<file path="src/rtl/aes_pkg.sv">
// Shared constants and types for the AES-128 iterative controllers.
package aes_pkg;

  localparam int AES_BLK_W      = 128;
  localparam int AES_NUM_ROUNDS = 10;

  typedef enum logic [1:0] {
    IDLE  = 2'd0,
    ROUND = 2'd1,
    DONE  = 2'd2
  } aes_state_e;

  // Round constants indexed by round number; entry 0 is the "no round" value.
  localparam logic [7:0] AES_RCON [0:10] = '{
    8'h00, 8'h01, 8'h02, 8'h04, 8'h08, 8'h10,
    8'h20, 8'h40, 8'h80, 8'h1b, 8'h36
  };

endpackage

</file>
<file path="src/rtl/aes_rcon_lut.sv">
// Round number to key-expansion round constant.
module aes_rcon_lut
  import aes_pkg::*;
(
  input  logic [3:0] round,
  output logic [7:0] rcon
);

  // Rounds beyond the last table entry have no constant.
  always_comb begin
    rcon = '0;
    if (round <= 4'(AES_NUM_ROUNDS)) begin
      rcon = AES_RCON[round];
    end
  end

endmodule

</file>
<file path="src/rtl/aes_round_ctrl.sv">
// Iterative AES-128 encryption sequencer: owns the state/key round
// registers and round counter, and steps an external round datapath.
module aes_round_ctrl
  import aes_pkg::*;
#(
  parameter int NUM_ROUNDS = AES_NUM_ROUNDS,
  parameter int BLK_W      = AES_BLK_W
) (
  input  logic             clk,
  input  logic             rst_n,
  input  logic             in_valid,
  output logic             in_ready,
  input  logic [BLK_W-1:0] in_data,
  input  logic [BLK_W-1:0] in_key,
  output logic [BLK_W-1:0] rd_state,
  output logic [BLK_W-1:0] rd_key,
  output logic [3:0]       rd_round,
  output logic [7:0]       rd_rcon,
  output logic             rd_final,
  input  logic [BLK_W-1:0] rd_state_nxt,
  input  logic [BLK_W-1:0] rd_key_nxt,
  output logic             out_valid,
  input  logic             out_ready,
  output logic [BLK_W-1:0] out_data
);

  aes_state_e       state;
  aes_state_e       state_nxt;
  logic [BLK_W-1:0] state_reg;
  logic [BLK_W-1:0] key_reg;
  logic [3:0]       round;
  logic             last_round;
  logic             accept;
  logic             step;
  logic             release_blk;

  assign last_round = (round == 4'(NUM_ROUNDS));

  // FSM state register
  always_ff @(posedge clk or negedge rst_n) begin
    if (!rst_n) begin
      state <= IDLE;
    end else begin
      state <= state_nxt;
    end
  end

  // Next-state decode plus handshake and register-update strobes
  always_comb begin
    state_nxt   = state;
    in_ready    = 1'b0;
    rd_final    = 1'b0;
    accept      = 1'b0;
    step        = 1'b0;
    release_blk = 1'b0;
    case (state)
      IDLE: begin
        in_ready = 1'b1;
        if (in_valid) begin
          accept    = 1'b1;
          state_nxt = ROUND;
        end
      end
      ROUND: begin
        step     = 1'b1;
        rd_final = last_round;
        if (last_round) begin
          state_nxt = DONE;
        end
      end
      DONE: begin
        if (out_ready) begin
          release_blk = 1'b1;
          state_nxt   = IDLE;
        end
      end
      default: state_nxt = IDLE;
    endcase
  end

  // Round state and round key registers
  always_ff @(posedge clk or negedge rst_n) begin
    if (!rst_n) begin
      state_reg <= '0;
      key_reg   <= '0;
    end else if (accept) begin
      state_reg <= in_data ^ in_key;
      key_reg   <= in_key;
    end else if (step) begin
      state_reg <= rd_state_nxt;
      key_reg   <= rd_key_nxt;
    end
  end

  // Round counter: holds at the last round through DONE, cleared on release
  always_ff @(posedge clk or negedge rst_n) begin
    if (!rst_n) begin
      round <= '0;
    end else if (accept) begin
      round <= 4'd1;
    end else if (step && !last_round) begin
      round <= round + 4'd1;
    end else if (release_blk) begin
      round <= '0;
    end
  end

  // Ciphertext register and output valid
  always_ff @(posedge clk or negedge rst_n) begin
    if (!rst_n) begin
      out_data  <= '0;
      out_valid <= 1'b0;
    end else if (step && last_round) begin
      out_data  <= rd_state_nxt;
      out_valid <= 1'b1;
    end else if (release_blk) begin
      out_valid <= 1'b0;
    end
  end

  assign rd_state = state_reg;
  assign rd_key   = key_reg;
  assign rd_round = round;

  aes_rcon_lut u_rcon (
    .round (round),
    .rcon  (rd_rcon)
  );

endmodule

</file>
<file path="config.mk">
export PLATFORM = sky130hd
export DESIGN_NAME = aes_round_ctrl
export DESIGN_NICKNAME = d
export VERILOG_FILES = /design/src/rtl/aes_pkg.sv /design/src/rtl/aes_rcon_lut.sv /design/src/rtl/aes_round_ctrl.sv
export SDC_FILE = /design/constraint.sdc
export NUM_CORES = 1
export LEC_CHECK = 0
export CORE_AREA = 2 2 359 361
export CTS_CLUSTER_SIZE = 14
export DETAILED_ROUTE_END_ITERATION = 7
export DIE_AREA = 0 0 361 363
export SYNTH_ARGS = -nofsm -noshare
export SYNTH_HDL_FRONTEND = slang
export SYNTH_SLANG_ARGS = --single-unit
</file>
<file path="constraint.sdc">
create_clock -name clk -period 3.2 [get_ports clk]
set_input_delay 0.64 -clock clk [delete_from_list [all_inputs] [get_ports clk]]
set_output_delay 0.64 -clock clk [all_outputs]
set_load 0.02 [all_outputs]
</file>
Figure 1. Wires at chosen ports, followed through buffers (run 1).
Drawn at 1 px/um.
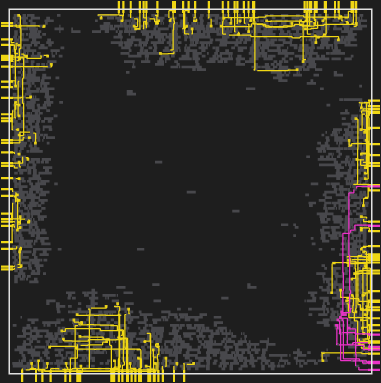
yellow -> `rd_key_nxt`  # bits 128, direction input, edge 35 right, 34 top, 31 left, 28 bottom, end cells 128, buffers 128, wire 5330 um
magenta -> `rd_rcon`  # bits 8, direction output, edge right, end cells 8, buffers 10, wire 623 um
Port Buf Inserts: 914
top-level I/O count: 915

Figure 2. Local utilization (run 1).
Drawn at 1 px/um. 36 x 36 tiles, from dark blue (low) to red (high), 0 to 100% covered.
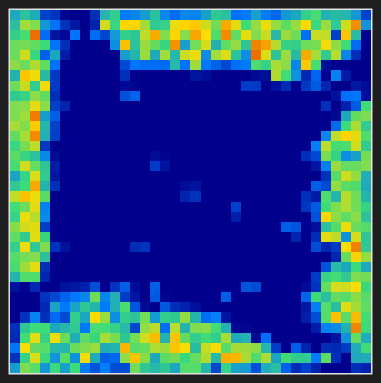
emptiest ninth of the die = center
mean over tiles = 22%
tiles over 75% full = 3.2%
floorplan-stage core utilization: 13.9%
utilization after layout: 24.3%

Figure 3. Signal wires on met1 (run 1).
Drawn at 1.5 px/um. Supply wires on this layer in gray. Cells faint in the background.
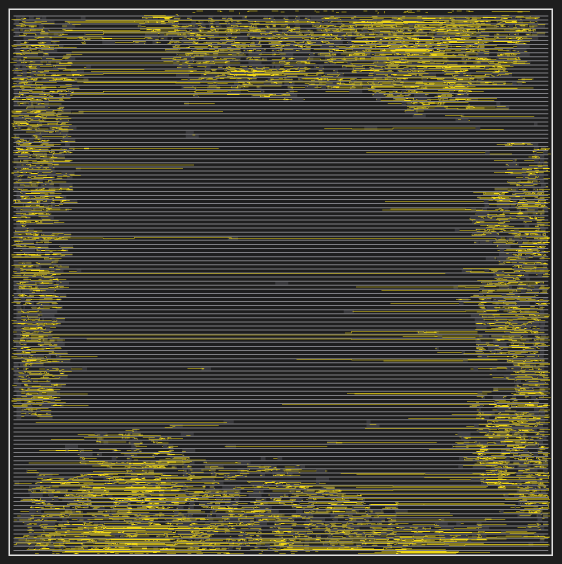
longest straight run = 287 um
nets with wire on the layer = 2730
main direction = horizontal
wirelength, routed: 90300 um
met1 layer usage reported by global route: 16.4%
count of vias placed by the detailed router: 15900

==> flow_results.org, run 1 <==
#+TITLE: Synthesis and PnR summary

** Placement
- For this run the detailed placement stage logged an HPWL of a little over 70000 um.
- Placed cell areas :: just under 30000 um2
- Number of placed instances, taps included :: a little over 4000

** STA
- For the pin with the worst max-slew slack, the measured transition is 1.01 ns.
- The final timing summary puts the cycle share of the worst path at 94.5%.
- Setup TNS :: 0 ns
- The last timing report of the flow puts the setup violation total at 0.
- Pins over their slew limit in the final report were tallied at 0.
- Worst clock skew :: 0.0221 ns
- Max-Slew Margin vs Limit :: about a third
- Final hold violations :: 0
- Setup repair after global routing left no endpoint under its margin.
- The highest clock rate this design can be run at is roughly 330 MHz.

** Synth
- Seq/Total Area, Yosys :: between 50% and 60%
- The synthesis report lists the most area-consuming cells as dfrtp_1 (55%), nand2_1 (8.3%), mux2i_1 (7.4%).
- Synthesis Warnings :: 0
- Main synth FF type :: dfrtp_1
- After synthesis the cells add up to about 18000 um2.
- dfrtp_1 is the most common cell in the netlist.
- Yosys mapped the design onto 34 distinct sky130hd cell types.
- Yosys reported a register bit count of just under 400.
- Post-Synthesis Cells :: approximately 1600
- Yosys stat counts about 1600 cells in the synthesized netlist.
- In this run the biggest area consumer among cell types represents 55.4% of the synthesized area.
- In the synthesis report, Yosys lists the chip area as 17700 um2.
- In the synthesized netlist the async set-or-reset flop fraction comes to 100%.
- By count the netlist is led by dfrtp_1 (391), nand2_1 (390), mux2i_1 (130).
- EDFF count, synth :: 0
- Nets at Floorplan :: 2093
- A synthesized cell averages about 11 um2.
- Looking at area per cell type in the netlist, the leader is dfrtp_1.

** Setup path
- Largest fanout of any net on the critical path :: 7
- Startpoint types :: flop
- According to the timing report, the arrival time at the worst endpoint equals roughly 2.4 ns.
- Looking at the setup timing report, the critical path kind is reg -> out.
- Data on the critical path is required at its endpoint by about 2.6 ns.
- STA classifies the critical path endpoint as an output pin.

** GRT
- First-pass GRT wire length :: roughly 120000 um
- Number of antenna violations at the first check in global routing :: 13
- After global routing the overflow that remains totals 0.
- Overall fraction of global-route tracks in use :: 13.1%
- Entering global routing, the biggest net connects 73 pins.

** Run
- OpenROAD emitted warnings numbering 31.
- Max-cap violations in this run came to 0.

** Clock network
- Clock tree synthesis selected as its root buffer the cell clkbuf_16.
- Counting the buffers created by CTS gives between 50 and 60.
- The clock tree has to reach between 300 and 400 sinks.
- Clk slew on worst S/H paths :: around 0.060 ns
- The clock passes through at most 3 buffers.
- The clock tree synthesis step divided the H-tree into 2 levels.
- TritonCTS built the clock tree.
- The later pin in the worst-skew pair is clocked with a latency of about 0.62 ns.

** Routing
- For this block, the initial DRC count from the detailed router was 926.
- In the routed design, unresolved DRC markers number 0.
- The script logs the mean routed wire length per placed instance as about 22 um.
- Mean number of vias per cell :: roughly 3.8
- The first TritonRoute pass finished after 5 iterations.

** Final layout
- Share of final-layout standard cells stronger than drive strength 1 :: under 10%
- The final layout report lists a filler cell count of roughly 13000.
- Summing all flip-flop and latch instances after layout gives about 9800 um2.
- The finished design was reported to have a net count of about 3000.
- For this run, the number of standard cells in the final layout without fillers is around 4200.
- Per the layout area report, the combinational gate area comes to 7280 um2.
- With fillers left out, the area of the finished cells amounts to 30800 um2.

** Floorplanning
- Die width :: 361 um
- Die Height :: between 300 and 400 um
- The die covers 131000 um2.
- Standard-cell rows :: between 100 and 150
- According to the floorplan report, the placeable core area is 127000 um2.

** Pwr
- Summed over all cells, the static leakage comes to between 0.01 and 0.015 uW.
- After layout, the design draws a total of 30000 uW.
- Pwr Density :: between 900 and 1000 nW/um2

** Hold path
- Path class of the lowest-slack min-delay path :: in -> async

** Status
- Run status :: complete, no violations
==> run 1: path summary, 6_finish.rpt <==
check                                        start                         to  slack (ns)  cells after the start
max                        rd_round[0]$_DFFE_PN0P_                 rd_rcon[0]        0.18                      5
min                                          rst_n   rd_state[99]$_DFFE_PN0P_        0.06                      1
max reg2reg                rd_round[0]$_DFFE_PN0P_  out_data[124]$_DFFE_PN0P_        0.70                      9
min reg2reg                 rd_key[15]$_DFFE_PN0P_     rd_key[15]$_DFFE_PN0P_        0.47                      2
max in group asynchronous                    rst_n     rd_key[36]$_DFFE_PN0P_        2.30                      2
min in group clk            rd_key[15]$_DFFE_PN0P_     rd_key[15]$_DFFE_PN0P_        0.47                      2
==> run 1: metal layers <==
metal,track usage (%),routed length (um),vias up
met1,16.4,37700,7871
met4,3.54,2250,0
met5,0,0,-
li1,-,-,7257
met3,3.76,7330,118
met2,22.0,43100,697
==> run 1: cell type report <==
| type | instances | area share [%] |
|---|---|---|
| Inverter | 5 | 0.0609 |
| Tap cell | 1662 | 6.75 |
| Clock buffer | 68 | 4.74 |
| Clock inverter | 26 | 1.12 |
| Timing Repair Buffer | 970 | 31.9 |
| Sequential cell | 391 | 31.7 |
| Antenna cell | 4 | 0.0325 |
| Multi-Input combinational cell | 1071 | 23.6 |
==> run 1: worst max-delay path, cell delays in order, from the launching register on <==
cell	delay (ns)
dfrtp_1	0.45
inv_1	0.14
ha_1	0.24
inv_1	0.10
a31oi_1	0.19
clkdlybuf4s50_1	0.67
==> run 1: stage by stage <==
| stage | util, % | worst slack, ns | hold slack (ns) |
|---|---|---|---|
| after CTS | 24.3 | 0.0239 | 0.0407 |
| after global placement | 22.8 | 0.212 | 0.459 |
| after global routing | 24.3 | 0.00338 | 0.0535 |
| final | 24.3 | 0.176 | 0.0634 |
| after detailed placement | 22.8 | 0.187 | 0.461 |
| after floorplan | - | 0.990 | 0.344 |
==> run 1: power by group <==
group,switching (uW),total [uW],internal (uW)
registers,1480,8820,7330
logic,8150,15000,6830
clock network,2420,6190,3780
==> run 1: cells in the final DEF (no fill, tap or decap), drive strengths merged, types with 2 or more instances in the layout <==
master and n:
a22oi 128, buf 58, bufinv 7, clkbuf 68, clkdlybuf4s50 906, clkinv 13, clkinvlp 3, dfrtp 391
diode 4, dlygate4sd2 5, ha 7, inv 8, mux2 129, mux2i 130, nand2 390, nand2b 2
nand3b 3, nor2 3, nor2b 2, nor3b 2, o211ai 2, o21ai 132, o22ai 3, o32ai 2
xor2 128
==> run 1: cell families (layout without fill, tap and decap cells) <==
kind of cell	after synthesis	in the layout	share of synthesized area (%)
and+or+nand+nor	405	405	8.93
DFF	391	391	55.4
AOI/OAI and AO/OA	272	272	9.67
muxes	259	259	15.6
xor gates and xnor gates	128	128	6.35
buffers and inverters	108	1069	3.54
adders and majority gates	7	7	0.496
other	0	4	0
==> run 1: repair_timing <==
item	4_1_cts	5_1_grt
endpoints found under the hold margin	0	0
pin swaps	2	0
endpoints found under the setup margin	6	1
hold buffers	0	0
cloned	0	0
resized	9	1
setup buffers	2	0
==> run 1 -> run 2 <==
--- a/config.mk
+++ b/config.mk
@@ -12,3 +12,4 @@
 export SYNTH_ARGS = -nofsm -noshare
 export SYNTH_HDL_FRONTEND = slang
 export SYNTH_SLANG_ARGS = --single-unit
+export TNS_END_PERCENT = 50
Figure 4. Placed standard cells (run 2).
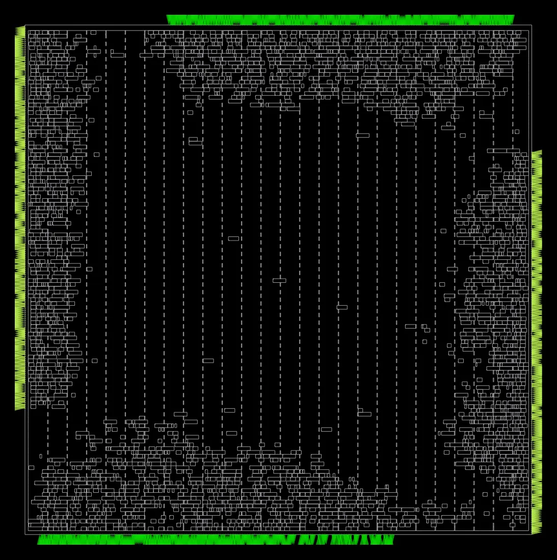
utilization after layout: 24.3%
final sequential cell count: 391
standard-cell rows: 131
final std cells w/o fill: 4197

Figure 5. Wires at chosen ports, followed through buffers (run 2).
Drawn at 1 px/um.
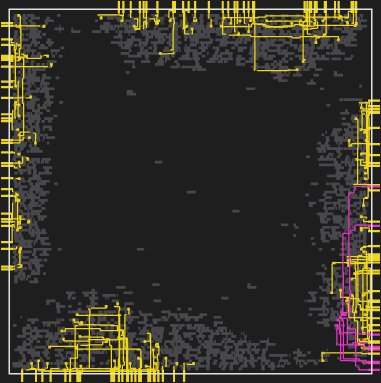
magenta -> `rd_rcon`  # bits 8, direction output, edge right, end cells 8, buffers 10, wire 625 um
yellow -> `rd_key_nxt`  # bits 128, direction input, edge 35 right, 34 top, 31 left, 28 bottom, end cells 128, buffers 128, wire 5330 um

Figure 6. Local utilization (run 2).
Drawn at 1 px/um. 36 x 36 tiles, from dark blue (low) to red (high), 0 to 100% covered.
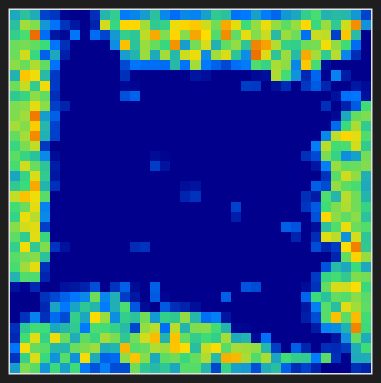
fullest tile = 88%
tiles over 75% full = 3.2%
emptiest ninth of the die = center
core area: 127000 um2

==> run 2 against run 1 <==
  * Area after synthesis did not move
  * Final cell count stayed put
  * Via count about the same
  * Critical path depth unchanged
  * Hold slack is the same
  * Routed wire length hardly changed
  * Largest cell class unchanged
==> flow_results.org, run 2 <==
#+TITLE: Synthesis and PnR summary

** Status
- Run status :: complete, no violations

** STA
- Setup repair after global routing left no endpoint under its margin.
- Endpoints failing setup :: 0
- On the final layout, the worst hold slack is 0.0634 ns.
- The final timing report lists a hold violation count of 0.

** Clock network
- The cell sitting at the root of the clock tree is a clkbuf_16.
- Clk slew on worst S/H paths :: roughly 0.060 ns
- TritonCTS clock tree :: built
- CTS Buf Count :: ~52

** Placement
- The wire-length estimate of the detail-placed layout is ~70000 um.
- Input and output buffers added on the ports amount to between 900 and 1000.
- Summing all placed instances gives a cell area of 29000 um2.

** Floorplanning
- Floorplan-stage core utilization :: roughly 14%

** Synth
- Counting every net in the synthesized netlist gives around 2100.
- Avg Synthesized Cell Area :: approximately 11 um2
- Biggest area cells :: dfrtp_1 (55%), nand2_1 (8.3%), mux2i_1 (7.4%)
- The area recorded from the Yosys report for this design is 17700 um2.
- The synthesized netlist occupies a cell area of roughly 18000 um2.
- EDFF count, synth :: 0
- After synthesis, the design contains 1570 cells according to Yosys.
- After synthesis, the netlist uses 34 different library cells.
- Share of flip-flops with an asynchronous set or reset after synthesis :: 100%
- In this run the biggest area consumer among cell types represents between 50% and 60% of the synthesized area.
- The synthesis report names the predominant flop master as dfrtp_1.
- Commonest cells post-synth :: dfrtp_1 (391), nand2_1 (390), mux2i_1 (130)

** Routing
- Count of vias placed by the detailed router :: 15900
- Average wire length per cell after detail routing :: 21.5 um
- Per the detail_route report, vias per standard cell equal between 3 and 4.
- After detailed routing, the number of remaining DRC violations is 0.
- First-pass detailed-route iteration total :: 5

** Final layout
- Design area :: approximately 31000 um2
- Dominant logic cell types in the final layout :: clkdlybuf4s50_1 (906), dfrtp_1 (391), nand2_1 (390)

** Setup path
- STA classifies the critical path startpoint as a flop.
- Largest fanout of any net on the critical path :: 7
- Per STA, the endpoint of the critical path is rd_rcon[0].

** GRT
- The number of antenna violations at the first check in global routing came to 13.
- Global routing consumed, over all layers together, a little over an eighth of the routing resources.
- Grt total ovfl :: 0
- First-pass GRT wire length :: between 100000 and 150000 um

** Run
- The logs give a warning total of 31.

** Pwr
- The leakage component of the power was reported as between 0.01 and 0.015 uW.
- Overall power consumption after layout is estimated at ~30000 uW.
## run 2: report_power, final
group | switching (uW) | leakage, uW | total, uW | internal (uW)
logic | 8150 | 0.00703 | 15000 | 6830
clock network | 2420 | 0.000887 | 6190 | 3780
registers | 1480 | 0.00475 | 8820 | 7330
## run 2: worst min-delay path by stage
stage          cells past startpoint  slack, ns                     from                        end
3_5_place_dp                       2       0.46  rd_key[113]$_DFFE_PN0P_    rd_key[113]$_DFFE_PN0P_
5_1_grt                            1       0.05                    rst_n  rd_state[117]$_DFFE_PN0P_
2_1_floorplan                      0       0.34                    rst_n    out_data[0]$_DFFE_PN0P_
3_3_place_gp                       2       0.46   rd_key[12]$_DFFE_PN0P_     rd_key[12]$_DFFE_PN0P_
4_1_cts                            1       0.04                    rst_n  rd_state[117]$_DFFE_PN0P_
6_report                           1       0.06                    rst_n   rd_state[99]$_DFFE_PN0P_
## run 2: cell type report
cell class                 instances  area, um2
fill                           13500      96200
tap                             1662       2080
clock buffer                      68       1460
antenna                            4       10.0
clock inverter                    26        347
sequential                       391       9780
timing repair buffer             970       9840
multi-input combinational       1071       7280
inverter                           5       18.8
## run 2: what timing repair did
item,CTS,global route
pin swaps,2,0
setup endpoints to repair,6,1
gates resized,9,1
buffers inserted,2,0
## run 2: metal layers
metal / up-vias / share of wire, % / track usage (%)
met4: 0 / 2.5 / 3.54
met3: 118 / 8.1 / 3.76
met2: 697 / 48 / 22.0
li1: 7257 / - / -
met5: - / 0 / 0
met1: 7867 / 42 / 16.4
## run 2: critical path, cell delays in order (launching register included)
cell and delay [ns]:
dfrtp_1 0.45, inv_1 0.14, ha_1 0.24, inv_1 0.10, a31oi_1 0.19, clkdlybuf4s50_1 0.67
## run 2: metrics by stage
stage / util, % / worst slack (ns)
global route: 24.3 / 0.00338
global placement: 22.8 / 0.212
floorplan: - / 0.990
CTS: 24.3 / 0.0239
detailed placement: 22.8 / 0.187
finish: 24.3 / 0.176
## run 2: kinds of logic after synthesis
group | count (synthesis) | share of synthesized area, %
AND/OR/NAND/NOR | 405 | 8.93
flip-flops | 391 | 55.4
AND-OR/OR-AND | 272 | 9.67
multiplexers | 259 | 15.6
adder cells (fa/ha/maj) | 7 | 0.496
XOR/XNOR | 128 | 6.35
buffers and inverters | 108 | 3.54
==> run 2 -> run 3 <==
--- a/config.mk
+++ b/config.mk
@@ -9,6 +9,7 @@
 export CTS_CLUSTER_SIZE = 14
 export DETAILED_ROUTE_END_ITERATION = 7
 export DIE_AREA = 0 0 361 363
+export MAX_ROUTING_LAYER = met4
 export SYNTH_ARGS = -nofsm -noshare
 export SYNTH_HDL_FRONTEND = slang
 export SYNTH_SLANG_ARGS = --single-unit
Figure 7. Wires at chosen ports, followed through buffers (run 3).
Drawn at 1 px/um.
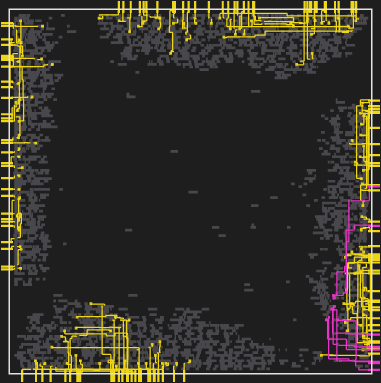
magenta -> `rd_rcon`  # bits 8, direction output, edge right, end cells 8, buffers 10, wire 706 um
yellow -> `rd_key_nxt`  # bits 128, direction input, edge 35 right, 34 top, 31 left, 28 bottom, end cells 128, buffers 128, wire 5160 um

Figure 8. Signal wires on met1 (run 3).
Drawn at 1.5 px/um. Supply wires on this layer in gray. Cells faint in the background.
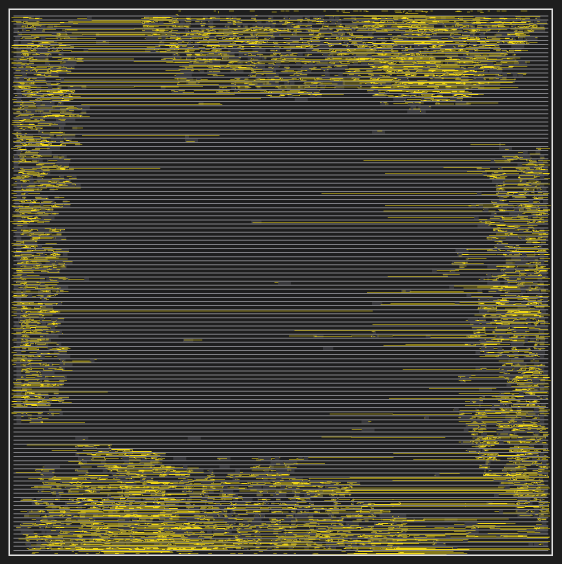
wire length on this layer = 37.1 mm
nets with wire on the layer = 2710
main direction = horizontal
longest straight run = 217 um
met1 layer usage reported by global route: 16.0%
count of vias placed by the detailed router: 16000

Figure 9. Local utilization (run 3).
Drawn at 1 px/um. 36 x 36 tiles, from dark blue (low) to red (high), 0 to 100% covered.
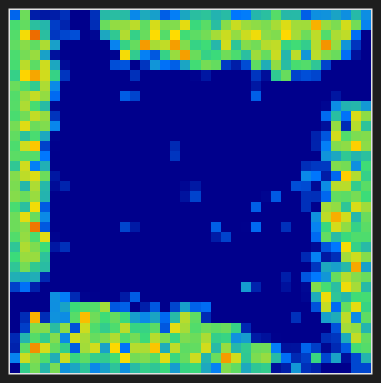
fullest tile = 88%
emptiest ninth of the die = center
mean over tiles = 22%
utilization after layout: 24.1%

==> run 3 against run 2 <==
  * Register-to-register slack better by 0.08 ns
  * Die area stayed put
  * Final cell count decreased by 0.14%
  * Worst setup slack gained 0.045 ns
  * Maximum frequency rose by 1.5%
  * Synthesized cell count unchanged
  * Non-clock buffer count down 1
  * Sequential share of layout area up 0.25 points
  * Critical path depth unchanged
  * First-iteration DRC count shrank 6.3%
  * Design area down 0.78%
  * Critical endpoint unchanged
  * Highest routed layer unchanged
==> flow_results.org, run 3 <==
#+TITLE: Synthesis and PnR summary

** Placement
- Port Buf Inserts :: 914
- According to the dpl log, the detail-placed design has an HPWL of 70800 um.

** STA
- At the pin with the least slew margin, the transition time is 0.810 ns.
- Max-Slew Margin vs Limit :: roughly 46%

** Floorplanning
- Before placement the cells fill ~14% of the core.
- Per the OpenROAD floorplan log, the area of the die is roughly 130000 um2.
- The floorplan step set the die height to approximately 360 um.

** Synth
- In the Yosys report, the sequential cells make up ~55% of the chip area.
- Of all cell types, the one taking the most synthesized area is dfrtp_1.
- Commonest cells post-synth :: dfrtp_1 (391), nand2_1 (390), mux2i_1 (130)
- Synthesis Warnings :: 0
- Yosys stat cell total :: ~1600
- Biggest area cells :: dfrtp_1 (55%), nand2_1 (8.3%), mux2i_1 (7.4%)
- Yosys top cell by instances :: dfrtp_1
- Per the synth stats, the proportion of register bits with asynchronous set or reset is 100%.
- Area share of the largest cell type after synthesis :: 55.4%
- Post-Synthesis Cells :: approximately 1600
- Chip area line of the yosys report :: about 18000 um2

** Clock network
- The timing report gives the clock slew at the launch and capture registers of the worst setup and hold paths as roughly 0.06 ns.
- Master cell of the clock root buffer :: clkbuf_16
- Number of hold buffers added after cts :: 0
- TritonCTS clock tree :: built
- Latest clock arrival within the worst-skew pair :: approximately 0.6 ns

** Routing
- After detailed routing, the total wire length is slightly below 90000 um.
- Initial DRC count :: around 870
- Mean number of vias per cell :: about 3.8

** Final layout
- Once layout is complete, the cells apart from fillers number 4191.

** Setup path
- Largest fanout of any net on the critical path :: 7
- In this run the worst setup path begins at rd_round[1]$_DFFE_PN0P_.
- Critical Path AT :: 2.34 ns
- The worst setup path is launched from a flop.
- The worst register-to-register path begins at rd_round[0]$_DFFE_PN0P_.
- Endpoint required time on the critical path :: roughly 2.6 ns
- Number of buffers and inverters on the critical path :: 2

** GRT
- Grt total ovfl :: 0
- Overall fraction of global-route tracks in use :: a little over an eighth

** Pwr
- In this run the power density over the cells is 961 nW/um2.

** Run
- Number of max-cap violations :: 0

** Status
- The run finished with clean final reports.

** Hold path
- Note that the worst hold path type here is in -> async.
-- run 3: how the worst min path moves through the flow --
stage | start | end | cells after the start
2_1_floorplan | rst_n | out_data[0]$_DFFE_PN0P_ | 0
3_3_place_gp | rd_key[48]$_DFFE_PN0P_ | rd_key[48]$_DFFE_PN0P_ | 2
3_5_place_dp | rd_key[84]$_DFFE_PN0P_ | rd_key[84]$_DFFE_PN0P_ | 2
4_1_cts | rst_n | rd_key[85]$_DFFE_PN0P_ | 1
5_1_grt | rst_n | rd_key[85]$_DFFE_PN0P_ | 1
6_report | rst_n | rd_key[85]$_DFFE_PN0P_ | 1
-- run 3: repair_timing --
action,in CTS,in global routing
resized,5,5
pin swaps,1,1
setup buffers,2,1
setup endpoints to repair,6,3
-- run 3: report_power, final --
part,switching (uW),total [uW],internal (uW)
clock,2310,5660,3350
sequential,1460,8800,7330
combinational,8130,14900,6810
total,11900,29400,17500
-- run 3: layout make-up --
type | instances | area, um2
clock inverters | 17 | 210
inverters | 5 | 18.8
multi-input cells | 1071 | 7270
repair buffers | 969 | 9800
well taps | 1662 | 2080
diodes | 5 | 12.5
flip-flops and latches | 391 | 9790
clock buffers | 71 | 1400
fillers | 13500 | 96400
-- run 3: layer usage --
layer	up-vias	track usage, %	wire length [um]
met5	-	-	0
met4	0	3.93	2410
met3	118	4.06	7360
met2	668	21.5	42300
met1	7941	16.0	37100
li1	7237	-	-
-- run 3: cells by family after synthesis --
family	after synthesis	share of synthesized area [%]
adder cells (fa/ha/maj)	7	0.496
buffers and inverters	108	3.54
AND/OR/NAND/NOR	405	8.93
AND-OR/OR-AND	272	9.67
XOR/XNOR	128	6.35
flip-flops	391	55.4
multiplexers	259	15.6
-- run 3: through the flow --
step / total power (uW) / worst slack [ns] / setup TNS, ns / utilization, % / cell area (um2)
floorplan: 15600 / 0.990 / 0 / - / 17700
global placement: 23800 / 0.428 / 0 / 22.8 / 28900
detailed placement: 24000 / 0.452 / 0 / 22.8 / 28900
CTS: 29900 / -0.0753 / -0.0753 / 24.1 / 30600
global route: 31000 / 0.0747 / 0 / 24.1 / 30600
finish: 29400 / 0.221 / 0 / 24.1 / 30600
Power is estimated from default activity; no workload was simulated.
